$ cat src/rtl/obc_shift_accumulator_if.sv
// obc_shift_accumulator_if: start/bit-plane/ROM/result signals between the OBC shift-accumulator and its neighbours.
interface obc_shift_accumulator_if #(
    parameter int DATA_W = 8,
    parameter int ROM_W  = 32,
    parameter int OUT_W  = 40
);
    localparam int BW = $clog2(DATA_W);
    logic              start;
    logic              busy;
    logic [BW-1:0]     bit_idx;
    logic              m;
    logic [ROM_W-1:0]  romout;
    logic [ROM_W-1:0]  offset;
    logic [OUT_W-1:0]  y;
    logic              y_valid;
    logic              y_ready;
    modport slave (
        input  start, romout, offset, y_ready,
        output busy, bit_idx, m, y, y_valid
    );
    modport master (
        output start, romout, offset, y_ready,
        input  busy, bit_idx, m, y, y_valid
    );
endinterface

$ cat src/rtl/obc_shift_accumulator.sv
// obc_shift_accumulator: MSB-first bit-plane sequencer and shift-accumulator producing one OBC DFT coefficient per start.
module obc_shift_accumulator #(
    parameter int DATA_W = 8,
    parameter int ROM_W  = 32,
    parameter int OUT_W  = 40
) (
    input logic clk,
    input logic rst_n,
    obc_shift_accumulator_if.slave bus
);
    localparam int BW = $clog2(DATA_W);
    localparam logic [BW-1:0] TOP = BW'(DATA_W - 1);
    typedef enum logic [1:0] {IDLE, RUN, DONE} state_t;
    state_t state;
    logic [OUT_W-1:0] acc;
    logic [OUT_W-1:0] rom_ext;
    logic [OUT_W-1:0] off_ext;
    logic [OUT_W-1:0] acc_next;
    assign rom_ext  = {{(OUT_W - ROM_W){bus.romout[ROM_W-1]}}, bus.romout};
    assign off_ext  = {{(OUT_W - ROM_W){bus.offset[ROM_W-1]}}, bus.offset};
    assign acc_next = (acc << 1) + rom_ext;
    // bit_idx parks at the top plane whenever not running so IDLE always presents DATA_W-1
    always_ff @(posedge clk or negedge rst_n) begin
        if (!rst_n) begin
            state       <= IDLE;
            acc         <= '0;
            bus.y       <= '0;
            bus.y_valid <= 1'b0;
            bus.busy    <= 1'b0;
            bus.m       <= 1'b0;
            bus.bit_idx <= TOP;
        end else begin
            case (state)
                IDLE: if (bus.start) begin
                    state       <= RUN;
                    acc         <= '0;
                    bus.bit_idx <= TOP;
                    bus.m       <= 1'b1;
                    bus.busy    <= 1'b1;
                end
                RUN: begin
                    acc   <= acc_next;
                    bus.m <= 1'b0;
                    if (bus.bit_idx == '0) begin
                        bus.y       <= acc_next + off_ext;
                        bus.y_valid <= 1'b1;
                        bus.bit_idx <= TOP;
                        state       <= DONE;
                    end else begin
                        bus.bit_idx <= bus.bit_idx - 1'b1;
                    end
                end
                DONE: if (bus.y_ready) begin
                    bus.y_valid <= 1'b0;
                    bus.busy    <= 1'b0;
                    state       <= IDLE;
                end
                default: state <= IDLE;
            endcase
        end
    end
endmodule

$ cat src/flat_wrapper.sv
// flat-port wrapper written by rule: the top's interface ports become plain ports
module obc_shift_accumulator_flat 
#(
    parameter int DATA_W = 8,
    parameter int ROM_W  = 32,
    parameter int OUT_W  = 40
)
  (clk, rst_n, bus_start, bus_romout, bus_offset, bus_y_ready, bus_busy, bus_bit_idx, bus_m, bus_y, bus_y_valid);
  obc_shift_accumulator_if #(.DATA_W(DATA_W), .ROM_W(ROM_W), .OUT_W(OUT_W)) bus_i ();
  input logic clk;
  input logic rst_n;
  input wire logic [$bits(bus_i.start)-1:0] bus_start;
  input wire logic [$bits(bus_i.romout)-1:0] bus_romout;
  input wire logic [$bits(bus_i.offset)-1:0] bus_offset;
  input wire logic [$bits(bus_i.y_ready)-1:0] bus_y_ready;
  output wire logic [$bits(bus_i.busy)-1:0] bus_busy;
  output wire logic [$bits(bus_i.bit_idx)-1:0] bus_bit_idx;
  output wire logic [$bits(bus_i.m)-1:0] bus_m;
  output wire logic [$bits(bus_i.y)-1:0] bus_y;
  output wire logic [$bits(bus_i.y_valid)-1:0] bus_y_valid;
  assign bus_i.start = bus_start;
  assign bus_i.romout = bus_romout;
  assign bus_i.offset = bus_offset;
  assign bus_i.y_ready = bus_y_ready;
  assign bus_busy = bus_i.busy;
  assign bus_bit_idx = bus_i.bit_idx;
  assign bus_m = bus_i.m;
  assign bus_y = bus_i.y;
  assign bus_y_valid = bus_i.y_valid;
  obc_shift_accumulator #(.DATA_W(DATA_W), .ROM_W(ROM_W), .OUT_W(OUT_W)) u_core (.clk(clk), .rst_n(rst_n), .bus(bus_i));
endmodule
$ cat config.mk
export PLATFORM = sky130hd
export DESIGN_NAME = obc_shift_accumulator_flat
export DESIGN_NICKNAME = d
export VERILOG_FILES = /design/src/rtl/obc_shift_accumulator_if.sv /design/src/rtl/obc_shift_accumulator.sv /design/src/flat_wrapper.sv
export SDC_FILE = /design/constraint.sdc
export NUM_CORES = 1
export LEC_CHECK = 0
export ABC_CLOCK_PERIOD_IN_PS = 5380
export CAP_MARGIN = 20
export CORE_MARGIN = 2
export CORE_UTILIZATION = 30
export DETAILED_ROUTE_END_ITERATION = 12
export PLACE_DENSITY_LB_ADDON = 0.2
export REMOVE_ABC_BUFFERS = 1
export SLEW_MARGIN = 20
export SYNTH_ARGS = -nofsm -noshare
export SYNTH_HDL_FRONTEND = slang
export SYNTH_SLANG_ARGS = --single-unit
$ cat constraint.sdc
create_clock -name clk -period 5.38 [get_ports clk]
set_clock_uncertainty 0.1 [all_clocks]
set_input_delay 1.345 -clock clk [delete_from_list [all_inputs] [get_ports clk]]
set_output_delay 1.345 -clock clk [all_outputs]
set_load 0.02 [all_outputs]
==> flow_summary_export.csv, run 1 <==
group,metric,value,unit
run_status,run_status,"finished clean",
final_layout,seq_area_frac,0.1863,
floorplanning,core,24320,um^2
synth,synthCells,871,
critical_path,critPathMaxStageDelay,0.51,ns
critical_path,critical_path_endpoint_category,"flop",
global_route,via_count_of_the_first_global_routing_pass,7337,
final_layout,final.signal_inverter_count,28,
final_layout,instances_no_fill,1533,
cts,root_buffer,"sky130_fd_sc_hd__clkbuf_16",
synth,register_bit_total_from_synthesis,87,
synth,ys_top_cells_by_area,"sky130_fd_sc_hd__dfrtp_1 (28%), sky130_fd_sc_hd__ha_1 (14%), sky130_fd_sc_hd__a21oi_1 (5.7%)",
floorplanning,ioPinCount,114,
hold_path,hp-class,"flop to flop",
sta,worst_max_slew_pin_slew,0.8319,ns
global_route,gr-max-usage-layer,"met2",
sta,worst_max_slew_margin_expressed_relative_to_the_limit,0.4454,
drt,length_of_routed_met2_wiring,10550,um
sta,final_period_minus_worst_setup_slack,5.204,ns
final_layout,largestRegisters,"u_core.bus.y: 40 flops, u_core.acc: 39 flops, u_core.bus.bit_idx: 3 flops",
drt,firstDrtPassIters,5,
drt,routed_via_count_divided_by_cell_count,4.896,
synth,synth_top_cell_by_area,"sky130_fd_sc_hd__dfrtp_1",
synth,synth-cells-yosys,871,
synth,netlist.area_leader.share,0.2831,
drt,ant_nets,0,
global_route,grtUsageTotal,0.1854,
place,dp.final_hpwl,18710,um
global_route,global_route.usage.met1,0.2752,
floorplanning,die_height,161.3,um
final_layout,seq_cell_count,87,
cts,clock_tree.htree_level_count,3,
synth,synth.comb.largest_family,"AND-OR/OR-AND gates",
cts,tritoncts_num_sinks,87,
floorplanning,initial_core_util,0.3053,
cts,clock_path_buffers,2,
synth,area_fraction_in_xor_and_xnor_cells,0.08830,
synth,synth.cellmix.compoundShare,0.2905,
global_route,first_pass_grt_wire_length,38420,um
sta,final.setup.tns,0,ns
final_layout,top_class_by_area,"logic gates",
final_layout,fill_cells,2353,
sta,f_max,0.1922,GHz
critical_path,crit_family,"AND-OR/OR-AND gates",
cts,resized_after_cts,32,
final_layout,final_net_count,1357,
final_layout,area.sequential,2181,um^2
## run 1: final timing paths
kind	startpoint	end	slack, ns	cells past startpoint
min	u_core.bus.y[13]$_DFFE_PN0P_	u_core.bus.y[13]$_DFFE_PN0P_	0.38	2
min reg2reg	u_core.bus.y[13]$_DFFE_PN0P_	u_core.bus.y[13]$_DFFE_PN0P_	0.38	2
max	bus_romout[19]	u_core.bus.y[39]$_DFFE_PN0P_	0.18	19
min in group asynchronous	rst_n	u_core.acc[6]$_DFFE_PN0P_	0.96	1
max reg2reg	u_core.acc[0]$_DFFE_PN0P_	u_core.bus.y[39]$_DFFE_PN0P_	0.91	22
max in group asynchronous	rst_n	u_core.acc[38]$_DFFE_PN0P_	3.32	2
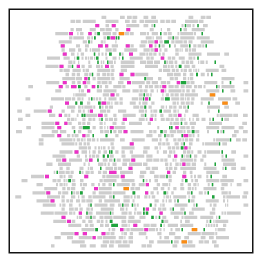
*Logic cells by family, run 1*
(1.5 px per um)
Key: AND-OR and OR-AND gates = magenta [cells 84]; NAND gates = green [cells 137]; multiplexers = orange [cells 6]

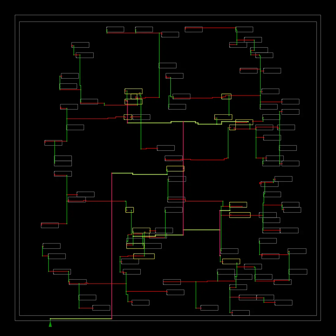
*Clock nets, run 1*
number of buffers created by CTS: 9
Latency at later pin: 0.36 ns

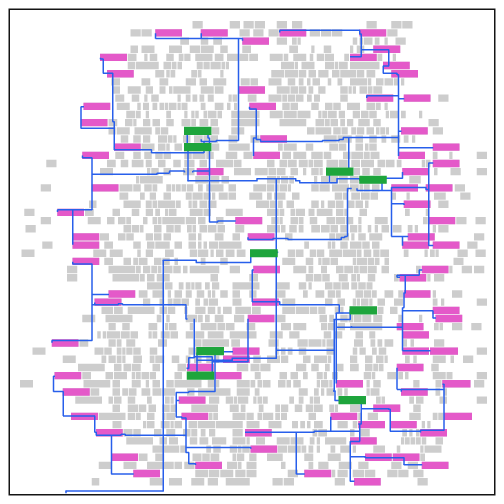
*Clock distribution, run 1*
(3 px per um)
Key: flip-flops = magenta [count 87]; clock wires = blue [length 1,700 um]; cells driving clock nets = green [count 9]
Position of the flops: spread over the die.

--- run 2 (diff from run 1) ---
--- a/config.mk
+++ b/config.mk
@@ -7,7 +7,6 @@
 export LEC_CHECK = 0
 export ABC_CLOCK_PERIOD_IN_PS = 5380
 export CAP_MARGIN = 20
-export CORE_MARGIN = 2
 export CORE_UTILIZATION = 30
 export DETAILED_ROUTE_END_ITERATION = 12
 export PLACE_DENSITY_LB_ADDON = 0.2
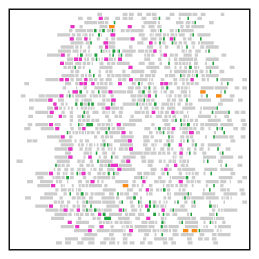
*Logic cells by family, run 2*
(1.5 px per um)
Key: NAND gates = green [cells 137]; AND-OR and OR-AND gates = magenta [cells 84]; multiplexers = orange [cells 6]

==> flow_summary_export.csv, run 2 <==
group,metric,value,unit
final_layout,seq_area_frac,0.1900,
run_status,run_status,"finished clean",
sta,final_period_minus_worst_setup_slack,5.186,ns
synth,netlist.area_leader.share,0.2831,
synth,synth.cellmix.compoundShare,0.2905,
critical_path,worstRegToRegCells,22,
sta,f_max,0.1928,GHz
drt,firstDrtPassIters,5,
final_layout,final.signal_inverter_count,28,
synth,area_fraction_in_xor_and_xnor_cells,0.08830,
critical_path,critPathMaxStageDelay,0.44,ns
final_layout,instances_no_fill,1525,
final_layout,seq_cell_count,87,
cts,clock_tree.htree_level_count,3,
global_route,global_route.usage.met1,0.2858,
hold_path,holdCritStartpoint,"u_core.bus.y[17]$_DFFE_PN0P_",
cts,cts-buffers-inserted,9,
critical_path,crit_family,"AND-OR/OR-AND gates",
sta,final.setup.tns,0,ns
hold_path,worstHoldEndpoint,"u_core.bus.y[17]$_DFFE_PN0P_",
global_route,via_count_of_the_first_global_routing_pass,7278,
drt,routed_via_count_divided_by_cell_count,4.890,
hold_path,min_path_cells,2,
global_route,grtUsageTotal,0.1895,
synth,ys_top_cells_by_area,"sky130_fd_sc_hd__dfrtp_1 (28%), sky130_fd_sc_hd__ha_1 (14%), sky130_fd_sc_hd__a21oi_1 (5.7%)",
synth,synthCells,871,
critical_path,critical_path_endpoint_category,"flop",
floorplanning,ioPinCount,114,
final_layout,fill_cells,2385,
synth,synth.comb.largest_family,"AND-OR/OR-AND gates",
place,dp.final_hpwl,18660,um
floorplanning,initial_core_util,0.3053,
hold_path,hp-class,"flop to flop",
place,portBuffers,113,
cts,resized_after_cts,34,
critical_path,regToRegStartpoint,"u_core.acc[0]$_DFFE_PN0P_",
final_layout,layout-drive-gt1-share,0.2875,
critical_path,path_cells,"clkdlybuf4s50_1 -> ha_1 -> a21oi_1 -> o21ai_0 -> a41oi_2 -> o31ai_4 -> a221o_1 -> buf_4 -> xor2_1 -> ha_1 -> nand4_1 -> or3b_1 -> a21oi_2 -> o21ai_4 -> o31ai_2 -> a221oi_2 -> xor2_1 -> o21ai_1",
cts,postCtsHoldBufs,0,
floorplanning,core,24320,um^2
synth,synth_top_cell_by_area,"sky130_fd_sc_hd__dfrtp_1",
job,warning_count,31,
cts,clock.latency.late_pin,0.36,ns
cts,tritoncts_num_sinks,87,
cts,clock_path_buffers,2,
final_layout,largestRegisters,"u_core.bus.y: 40 flops, u_core.acc: 39 flops, u_core.bus.bit_idx: 3 flops",
drt,ant_nets,0,
final_layout,area.sequential,2181,um^2
global_route,gr-max-usage-layer,"met1",
synth,synth-cells-yosys,871,
global_route,first_pass_grt_wire_length,38380,um
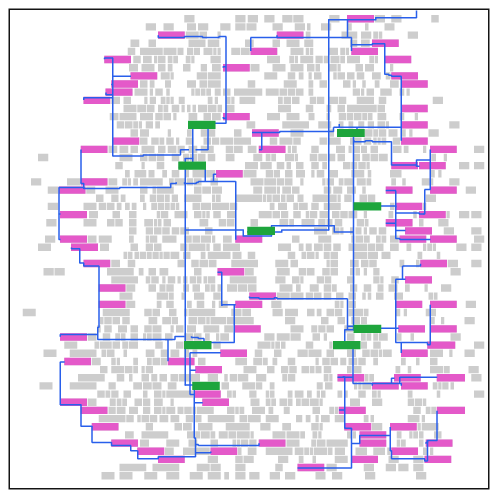
*Clock distribution, run 2*
(3 px per um)
Key: clock wires = blue [length 1,520 um]; flip-flops = magenta [count 87]; cells driving clock nets = green [count 9]
There are 10 routed clock nets. Position of the flops: spread over the die.

[run 2: cell counts after synthesis]
No cell type changed its count.
[run 2: layer usage]
layer	vias up	wire, um
li1	3869	-
met1	3430	12660
met2	131	10250
met3	28	634
met4	0	465
met5	-	0
[run 2: worst max-delay path by stage]
stage	start	endpoint	slack, ns
after floorplan	bus_romout[1]	u_core.bus.y[36]$_DFFE_PN0P_	0.01
after global placement	bus_romout[1]	u_core.bus.y[39]$_DFFE_PN0P_	-0.79
after detailed placement	bus_romout[1]	u_core.bus.y[39]$_DFFE_PN0P_	-0.85
after CTS	bus_romout[10]	u_core.bus.y[39]$_DFFE_PN0P_	0.03
after global routing	bus_romout[15]	u_core.bus.y[38]$_DFFE_PN0P_	-0.1
final	bus_romout[18]	u_core.bus.y[38]$_DFFE_PN0P_	0.19
--- run 3 (diff from run 2) ---
--- a/config.mk
+++ b/config.mk
@@ -9,6 +9,7 @@
 export CAP_MARGIN = 20
 export CORE_UTILIZATION = 30
 export DETAILED_ROUTE_END_ITERATION = 12
+export GPL_ROUTABILITY_DRIVEN = 0
 export PLACE_DENSITY_LB_ADDON = 0.2
 export REMOVE_ABC_BUFFERS = 1
 export SLEW_MARGIN = 20
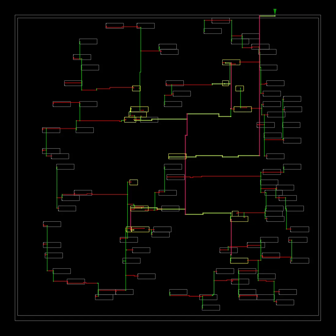
*Clock nets, run 3*
Clock buffer cells: 9
registers: 87
total number of clock tree sinks: 87

==> flow_summary_export.csv, run 3 <==
group,metric,value,unit
cts,clock_tree.htree_level_count,3,
cts,clock_path_buffers,2,
synth,synth_top_flop_cell,"sky130_fd_sc_hd__dfrtp_1",
place,portBuffers,113,
synth,post_synth_most_frequent_cells,"sky130_fd_sc_hd__nand2_1 (97), sky130_fd_sc_hd__a21oi_1 (85), sky130_fd_sc_hd__dfrtp_1 (84), sky130_fd_sc_hd__ha_1 (84), sky130_fd_sc_hd__o21ai_0 (72)",
cts,clock.latency.late_pin,0.36,ns
critical_path,crit_path_end,"u_core.bus.y[25]$_DFFE_PN0P_",
global_route,gr-max-usage-layer,"met2",
global_route,gr-usage-met2,0.2929,
final_layout,largestRegisters,"u_core.bus.y: 40 flops, u_core.acc: 39 flops, u_core.bus.bit_idx: 3 flops",
floorplanning,die-area,25380,um^2
final_layout,antennaDiodeCount,1,
sta,finalHoldWorstSlack,0.3779,ns
sta,worst_max_slew_margin_expressed_relative_to_the_limit,0.5003,
hold_path,hp-class,"flop to flop",
hold_path,min_path_cells,2,
final_layout,layout-drive-gt1-share,0.2925,
sta,f_max,0.1917,GHz
drt,routed.top_layer,"met4",
drt,met1Wirelength,12420,um
cts,cts-buffers-inserted,9,
critical_path,crit_cells,23,
drt,length_of_routed_met2_wiring,10440,um
floorplanning,ioPinCount,114,
run_status,run_status,"finished clean",
floorplanning,initial_core_util,0.3053,
critical_path,worstRegToRegCells,22,
synth,ys_top_cells_by_area,"sky130_fd_sc_hd__dfrtp_1 (28%), sky130_fd_sc_hd__ha_1 (14%), sky130_fd_sc_hd__a21oi_1 (5.7%)",
cts,root_buffer,"sky130_fd_sc_hd__clkbuf_16",
place,dp.final_hpwl,18520,um
final_layout,final.signal_inverter_count,28,
global_route,global_route.usage.met1,0.2771,
critical_path,worstSetupPathType,"primary input to flop",
final_layout,clockNetworkAreaShare,0.02606,
final_layout,area.sequential,2181,um^2
global_route,first_pass_grt_wire_length,38130,um
final_layout,final_layout_top_logic_cells,"sky130_fd_sc_hd__buf_4 (231), sky130_fd_sc_hd__clkdlybuf4s50_1 (100), sky130_fd_sc_hd__nand2_1 (94)",
drt,firstDrtPassIters,6,
hold_path,worstHoldEndpoint,"u_core.bus.y[29]$_DFFE_PN0P_",
critical_path,crit_family,"AND-OR/OR-AND gates",
floorplanning,core.rowCount,57,
critical_path,capture_instance_of_the_worst_register_to_register_path,"u_core.bus.y[25]$_DFFE_PN0P_",
synth,post_synth_instance_area,7425,um^2
cts,clkSlewWorstSetupHoldPaths,0.07,ns
sta,worst_path_setup_slack_after_routing,0.1639,ns
synth,synthCells,871,
drt,routed_via_count_divided_by_cell_count,4.885,
synth,yosysMostFrequentCell,"sky130_fd_sc_hd__nand2_1",
critical_path,critical_path_endpoint_category,"flop",
global_route,via_count_of_the_first_global_routing_pass,7349,
place,dp_worst_setup_slack,-0.8868,ns
final_layout,nonClkBufAreaFrac,0.2512,
final_layout,fill_cells,2338,
synth,synth-cells-yosys,871,
critical_path,critPathMaxStageDelay,0.38,ns
job,warning_count,31,
final_layout,top_class_by_area,"logic gates",
final_layout,instances_no_fill,1525,
synth,synth_top_cell_by_area,"sky130_fd_sc_hd__dfrtp_1",
cts,postCtsHoldBufs,0,
sta,final_period_minus_worst_setup_slack,5.216,ns
critical_path,path_cells,"clkdlybuf4s15_1 -> ha_2 -> inv_2 -> fa_2 -> nand2b_4 -> a21oi_4 -> o211ai_1 -> a21o_1 -> buf_4 -> o21bai_1 -> xor2_1 -> ha_1 -> buf_4 -> buf_4 -> a21o_1 -> a21oi_1 -> and3_1 -> o21ai_0 -> nand4_1 -> buf_4 -> o21bai_1 -> xnor2_1 -> o21ai_0",
sta,worst_max_slew_pin_slew,0.7495,ns
final_layout,seq_area_frac,0.1893,
final_layout,register_name_with_the_most_flops,"u_core.bus.y",
critical_path,timing.reg2reg.setup_slack,0.93,ns
synth,register_bit_total_from_synthesis,87,
critical_path,timing.critical_path.from,"bus_romout[1]",
synth,netlist.area_leader.share,0.2831,
global_route,grt_antenna_before_repair,1,
critical_path,timing.critical_path.slowest_stage_cell,"sky130_fd_sc_hd__fa_2",
global_route,grtUsageTotal,0.1884,
drt,detailroute.wirelength.met3,747,um
floorplanning,core,24320,um^2
drt,ant_nets,0,
floorplanning,die_height,159.3,um
floorplanning,die-width,159.3,um
critical_path,regToRegStartpoint,"u_core.acc[0]$_DFFE_PN0P_",
hold_path,holdCritStartpoint,"u_core.bus.y[29]$_DFFE_PN0P_",
final_layout,final_net_count,1349,
place,placedCellCount,1492,
sta,final.setup.tns,0,ns
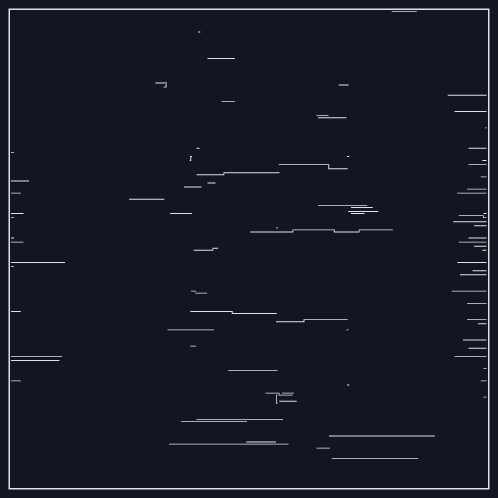
*Metal 3, run 3*
(3 px per um)
73 nets have wire on it. The wires run mostly horizontal. The layer holds 3.1% of the routed length. The longest straight run is 39.6 um.

[run 3: repair_timing]
action	CTS	global route
setup endpoints to repair	18	17
buffers inserted	7	9
gates resized	46	69
pin swaps	36	53
[run 3: logic make-up (layout without fill, tap and decap cells)]
| logic type | after synthesis | count (layout) | share of synthesized area |
|---|---|---|---|
| adders and majority gates | 86 | 86 | 0.1470 |
| xor gates and xnor gates | 74 | 74 | 0.08830 |
| and+or+nand+nor | 227 | 227 | 0.1412 |
| other | 0 | 1 | 0 |
| AOI/OAI and AO/OA | 332 | 332 | 0.2905 |
| buffers and inverters | 59 | 388 | 0.03016 |
| DFF | 87 | 87 | 0.2937 |
| muxes | 6 | 6 | 0.009099 |
